**config.mk**
```make
export PLATFORM = sky130hd
export DESIGN_NAME = fan_pwm_ramp
export DESIGN_NICKNAME = d
export VERILOG_FILES = /design/src/rtl/fan_pkg.sv /design/src/rtl/fan_pwm_ramp_pwm_core.sv /design/src/rtl/fan_pwm_ramp.sv
export SDC_FILE = /design/constraint.sdc
export NUM_CORES = 1
export LEC_CHECK = 0
export ABC_CLOCK_PERIOD_IN_PS = 4300
export CORE_MARGIN = 1.5
export CORE_UTILIZATION = 40
export CTS_BUF_LIST = sky130_fd_sc_hd__clkbuf_2 sky130_fd_sc_hd__clkbuf_4 sky130_fd_sc_hd__clkbuf_8
export CTS_CLUSTER_SIZE = 30
export DETAILED_ROUTE_END_ITERATION = 12
export HOLD_SLACK_MARGIN = 0.15
export REMOVE_ABC_BUFFERS = 1
export SLEW_MARGIN = 20
export SYNTH_ARGS = -nofsm -noshare
export SYNTH_HDL_FRONTEND = slang
export SYNTH_SLANG_ARGS = --single-unit
export TNS_END_PERCENT = 1
```
**constraint.sdc**
```tcl
create_clock -name clk_us -period 4.3 [get_ports clk_us]
set_clock_uncertainty 0.15 [all_clocks]
set_input_delay 0.86 -clock clk_us [delete_from_list [all_inputs] [get_ports clk_us]]
set_output_delay 0.86 -clock clk_us [all_outputs]
set_load 0.02 [all_outputs]
```
**src/rtl/fan_pkg.sv**
```systemverilog
// Shared speed codes and FSM state encoding for the fan PWM ramp generator.
package fan_pkg;

    localparam logic [1:0] SPD_HIGH   = 2'b00;
    localparam logic [1:0] SPD_MEDIUM = 2'b01;
    localparam logic [1:0] SPD_LOW    = 2'b10;
    localparam logic [1:0] SPD_OFF    = 2'b11;

    typedef enum logic [1:0] {
        ST_OFF  = 2'b00,
        ST_KICK = 2'b01,
        ST_RAMP = 2'b10,
        ST_HOLD = 2'b11
    } fan_state_t;

endpackage

```
**src/rtl/fan_pwm_ramp_pwm_core.sv**
```systemverilog
// Free-running PWM period counter with registered compare output and period tick.
module pwm_core #(
    parameter int unsigned PERIOD = 2000,
    localparam int unsigned CW    = $clog2(PERIOD + 1)
) (
    input  logic          clk_us,
    input  logic          rst_n,
    input  logic [CW-1:0] i_duty_nxt,
    output logic          o_pwm,
    output logic          o_tick
);

    localparam logic [CW-1:0] CNT_LAST = CW'(PERIOD - 1);

    logic [CW-1:0] r_cnt;
    logic [CW-1:0] w_cnt_nxt;
    logic          r_pwm;

    always_comb begin
        w_cnt_nxt = (r_cnt == CNT_LAST) ? '0 : r_cnt + 1'b1;
    end

    // Compare against next-cycle values so the flop output tracks cnt < duty_cur exactly.
    always_ff @(posedge clk_us or negedge rst_n) begin
        if (!rst_n) begin
            r_cnt <= '0;
            r_pwm <= 1'b0;
        end else begin
            r_cnt <= w_cnt_nxt;
            r_pwm <= (w_cnt_nxt < i_duty_nxt);
        end
    end

    assign o_pwm  = r_pwm;
    assign o_tick = (r_cnt == CNT_LAST);

endmodule

```
**src/rtl/fan_pwm_ramp.sv**
```systemverilog
// Fan PWM generator: speed code to duty with per-period slew limiting.
// Optional spin-up kick (full-on periods from OFF) enabled by defining FAN_KICK_EN.
module fan_pwm_ramp
    import fan_pkg::*;
#(
    parameter int unsigned PERIOD       = 2000,
    parameter int unsigned DUTY_HIGH    = 2000,
    parameter int unsigned DUTY_MED     = 1500,
    parameter int unsigned DUTY_LOW     = 1000,
    parameter int unsigned STEP         = 100,
    parameter int unsigned KICK_PERIODS = 4,
    localparam int unsigned CW          = $clog2(PERIOD + 1)
) (
    input  logic          clk_us,
    input  logic          rst_n,
    input  logic [1:0]    speed,
    output logic          speed_ctl,
    output logic [CW-1:0] duty_cur,
    output logic          ramping,
    output logic          period_tick
);

    localparam int unsigned   STEP_C    = (STEP > PERIOD) ? PERIOD : STEP;
    localparam logic [CW:0]   W_STEP    = (CW + 1)'(STEP_C);
    localparam logic [CW-1:0] DUTY_FULL = CW'(PERIOD);
    localparam logic [CW-1:0] T_HIGH    = CW'((DUTY_HIGH > PERIOD) ? PERIOD : DUTY_HIGH);
    localparam logic [CW-1:0] T_MED     = CW'((DUTY_MED  > PERIOD) ? PERIOD : DUTY_MED);
    localparam logic [CW-1:0] T_LOW     = CW'((DUTY_LOW  > PERIOD) ? PERIOD : DUTY_LOW);

    logic [1:0]    r_speed_q;
    logic [CW-1:0] r_duty;
    logic [CW-1:0] w_duty_nxt;
    logic [CW-1:0] w_target;
    logic [CW-1:0] w_step;
    logic [CW:0]   w_up;
    logic [CW:0]   w_dn_lim;
    fan_state_t    r_state;
    fan_state_t    w_state_nxt;
    fan_state_t    w_after_step;
    logic          w_tick;
    logic          w_pwm;

`ifdef FAN_KICK_EN
    localparam int unsigned KW = (KICK_PERIODS > 0) ? $clog2(KICK_PERIODS + 1) : 1;

    logic [KW-1:0] r_kick_cnt;
    logic [KW-1:0] w_kick_nxt;
    logic          w_kick_done;

    assign w_kick_done = (({1'b0, r_kick_cnt} + 1'b1) >= (KW + 1)'(KICK_PERIODS));

    always_ff @(posedge clk_us or negedge rst_n) begin
        if (!rst_n) r_kick_cnt <= '0;
        else        r_kick_cnt <= w_kick_nxt;
    end
`endif

    always_comb begin
        case (r_speed_q)
            SPD_HIGH:   w_target = T_HIGH;
            SPD_MEDIUM: w_target = T_MED;
            SPD_LOW:    w_target = T_LOW;
            default:    w_target = '0;
        endcase
    end

    // Slew one STEP toward target in CW+1 bits so neither direction wraps.
    always_comb begin
        w_up     = {1'b0, r_duty} + W_STEP;
        w_dn_lim = {1'b0, w_target} + W_STEP;
        w_step   = r_duty;
        if (r_duty < w_target)
            w_step = (w_up > {1'b0, w_target}) ? w_target : w_up[CW-1:0];
        else if (r_duty > w_target)
            w_step = ({1'b0, r_duty} > w_dn_lim) ? (r_duty - CW'(STEP_C)) : w_target;
    end

    always_comb begin
        if (w_step != w_target)  w_after_step = ST_RAMP;
        else if (w_target == '0) w_after_step = ST_OFF;
        else                     w_after_step = ST_HOLD;
    end

    always_comb begin
        w_state_nxt = r_state;
        w_duty_nxt  = r_duty;
`ifdef FAN_KICK_EN
        w_kick_nxt  = r_kick_cnt;
`endif
        if (w_tick) begin
            case (r_state)
                ST_OFF: begin
                    if (w_target != '0) begin
`ifdef FAN_KICK_EN
                        w_state_nxt = ST_KICK;
                        w_duty_nxt  = DUTY_FULL;
                        w_kick_nxt  = '0;
`else
                        w_state_nxt = w_after_step;
                        w_duty_nxt  = w_step;
`endif
                    end
                end
`ifdef FAN_KICK_EN
                ST_KICK: begin
                    if ((w_target == '0) || w_kick_done) begin
                        w_state_nxt = w_after_step;
                        w_duty_nxt  = w_step;
                    end else begin
                        w_kick_nxt  = r_kick_cnt + 1'b1;
                    end
                end
`endif
                ST_RAMP, ST_HOLD: begin
                    w_state_nxt = w_after_step;
                    w_duty_nxt  = w_step;
                end
                default: begin
                    w_state_nxt = ST_OFF;
                    w_duty_nxt  = '0;
                end
            endcase
        end
    end

    always_ff @(posedge clk_us or negedge rst_n) begin
        if (!rst_n) begin
            r_speed_q <= SPD_OFF;
            r_duty    <= '0;
            r_state   <= ST_OFF;
        end else begin
            r_speed_q <= speed;
            r_duty    <= w_duty_nxt;
            r_state   <= w_state_nxt;
        end
    end

    pwm_core #(
        .PERIOD (PERIOD)
    ) u_pwm_core (
        .clk_us     (clk_us),
        .rst_n      (rst_n),
        .i_duty_nxt (w_duty_nxt),
        .o_pwm      (w_pwm),
        .o_tick     (w_tick)
    );

    assign speed_ctl   = w_pwm;
    assign duty_cur    = r_duty;
    assign period_tick = w_tick;
    assign ramping     = (r_state == ST_KICK) || (r_duty != w_target);

endmodule

```
==> flow_summary.toml <==
# physical design summary
[status]
outcome = "finished, violations left"
violations = "negative setup slack"

[place]
post_dp_cell_area_mm2 = 0.00408
placed_cells_incl_taps = 582
routabilityCongestion = 1.03
dpl_worst_slack_ps = -271
buffer_ports.inserted = 17

[floorplanning]
num_rows = 32
die_w_um = 91.7
core_area_mm2 = 0.00769
ios = 18
die_h_um = 91.7
floorplan_utilization_pct = 40.9

[cells_and_area]
seq-cell-share_pct = 15.4
signal_buffer_area_fraction_pct = 24.0
clockBufferCount = 4
layout.clock.cell_area_share_pct = 1.11
final_core_utilization_pct = 57.2
comb_area_share_pct = 54.1
final_cell_count_no_fill = 603
layout_top_cell_excl_fill_tap = "buf_4"
finalInstanceArea_mm2 = 0.00440
drive_above_1_share_pct = 29.1
fillCellCount = 735
top_area_cell_class = "combinational gates"
buffers = 128
final_stage_net_count = 553

[grt]
grt-busiest-layer = "met2"
use_met1_pct = 35.2
grt_pass1_vias = 3377
initial_antenna_violation_count = 0
globalRouteOverflowTotal = 0
grtUsageMet2_pct = 43.4
grt_start_max_net_pins = 28

[min_path]
hold-path-cell-count = 1
timing.hold.worst.class = "flip-flop to flip-flop"
hold-path-endpoint = "u_pwm_core.r_cnt[0]$_DFF_PN0_"

[detailed_routing]
drt_initial_violations = 247
drt-vias-per-instance = 5.71
post-route-drc-count = 0
detail_route.wl_per_cell_um = 18.1
drt_pre_antenna_iters = 6
final_antenna_net_count = 0
dr_total_vias = 3446
wl_met1_um = 4800
top_layer = "met4"
wl_met2_um = 4990

[yosys]
edf_count = 0
yosys.area_share.xor_xnor_pct = 5.01
synth_warnings = 0
yosys.area.top_type_share_pct = 19.9
cell_type_with_the_largest_total_area = "dfrtp_1"
yosysCellCount = 385
netlist_area_mm2 = 0.00314
yosys.cell_count.top_type = "ha_1"
synth.lib_cells_used.distinct = 62
synth_adder_area_share_pct = 18.7
cells_after_synthesis = 385
post_synth_mux_area_share_pct = 1.31
ys_chip_area_mm2 = 0.00314
synth_sequential_area_ratio_pct = 21.6
ys_sh_aoi_pct = 26.5
dominant_comb_cell = "AND-OR/OR-AND gates"

[setup_path]
highest_net_fanout_along_the_worst_path = 4
cp-start-kind = "flip-flop"
startpoint = "duty_cur[2]$_DFF_PN0_"
critPathCaptureType = "flip-flop"
worst_flop_to_flop_path_endpoint = "u_pwm_core.o_pwm$_DFF_PN0_"
cpLargestDelayFamily = "AND-OR/OR-AND gates"
critical-path-slowest-cell = "dfrtp_1"
rrSetupSlack_ps = -100
critPathCapture = "u_pwm_core.o_pwm$_DFF_PN0_"
cells_on_worst_reg2reg_path = 23
worst-endpoint-arrival_ps = 4430
r2r_start = "duty_cur[2]$_DFF_PN0_"
worst_path_cell_chain = "buf_6, a311oi_4, nor2_2, xor2_2, ha_1, a21o_1, a21oi_2, nand4b_1, a21oi_4, mux2i_1, nor2_1, a31oi_2, a22oi_2, ha_1, a21oi_2, nor2b_1, o21ai_1, nand2b_1, a21oi_1, nor2b_1, o21ai_1, nand2b_1, a221oi_2"
critical_path_cell_count = 23
timing.critical_path.required_ps = 4330
crit_buf_inv = 1
criticalPathCategory = "flip-flop to flip-flop"

[final_timing]
final_critical_path_time_including_i_o_delays_and_setup_ps = 4400
fin_setup_tns_ps = -105
hold_slack_ps = 367
fin_ws_ps = -99.2
cycle_use_final_pct = 102
grt_setup_unrepaired = "yes"
final-max-slew-violation-count = 0
worst_margin_pin_slew_ps = 627
report.final.hold_viol_count = 0
setup_violations = 2

[power]
power_per_cell_area_mw_per_mm2 = 117
clock_power_share_pct = 28.5
switching_share_pct = 26.5
cellInternalPower_uw = 377
power_leader = "registers"
p_comb_uw = 110
static_leakage_uw = 0.00211
power_sequential_uw = 256
powerClk_uw = 146
post-layout-total-power_uw = 513

[clock_tree]
postCtsSetupBuffers = 14
clk_pin_slew_ps = 90
hold_buffer_count_at_cts = 0
cts-resized-gates = 13
clk_latency_ps = 270
cts_tree = "yes"
tritoncts.num_buffers = 3
ctsRootBufferMaster = "clkbuf_8"
**Signal wires on met3**

Drawn at 3 px/um. Cells faint in the background.
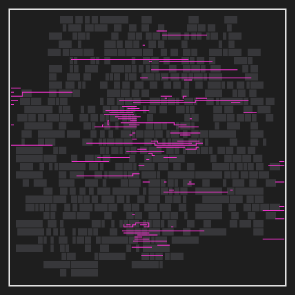
65 nets have wire on it. The layer holds 6.1% of the routed length. The longest straight run is 38.9 um. The layer carries 667 um of wire. The wires run mostly horizontal.
grt met3 use: 3.40%
total wirelength of the detailed-routed design: 10900 um

**Placement by cell class**

Drawn at 4 px/um.
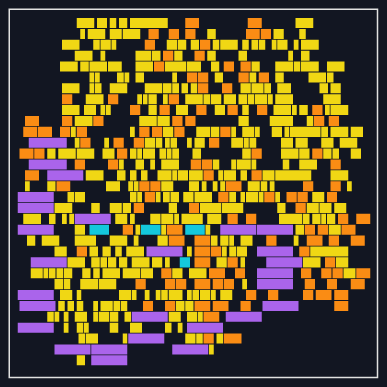
remaining logic cells: shown in yellow, cells 342, share of their area 58%. sequential cells: shown in purple, cells 27, share of their area 16%. clock drivers and dummy loads: shown in cyan, cells 4, share of their area 1.1%. remaining buffers and delay cells: shown in orange, cells 128, share of their area 25%.

**Where the registers sit**

Drawn at 4 px/um.
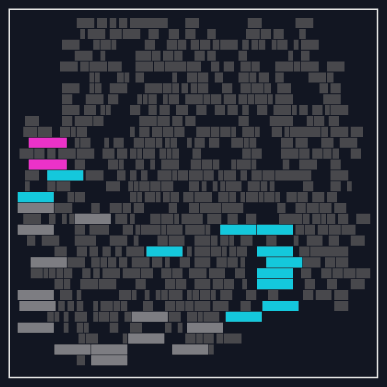
`duty_cur`: shown in cyan, flops 11. `r_speed_q`: shown in magenta, flops 2.

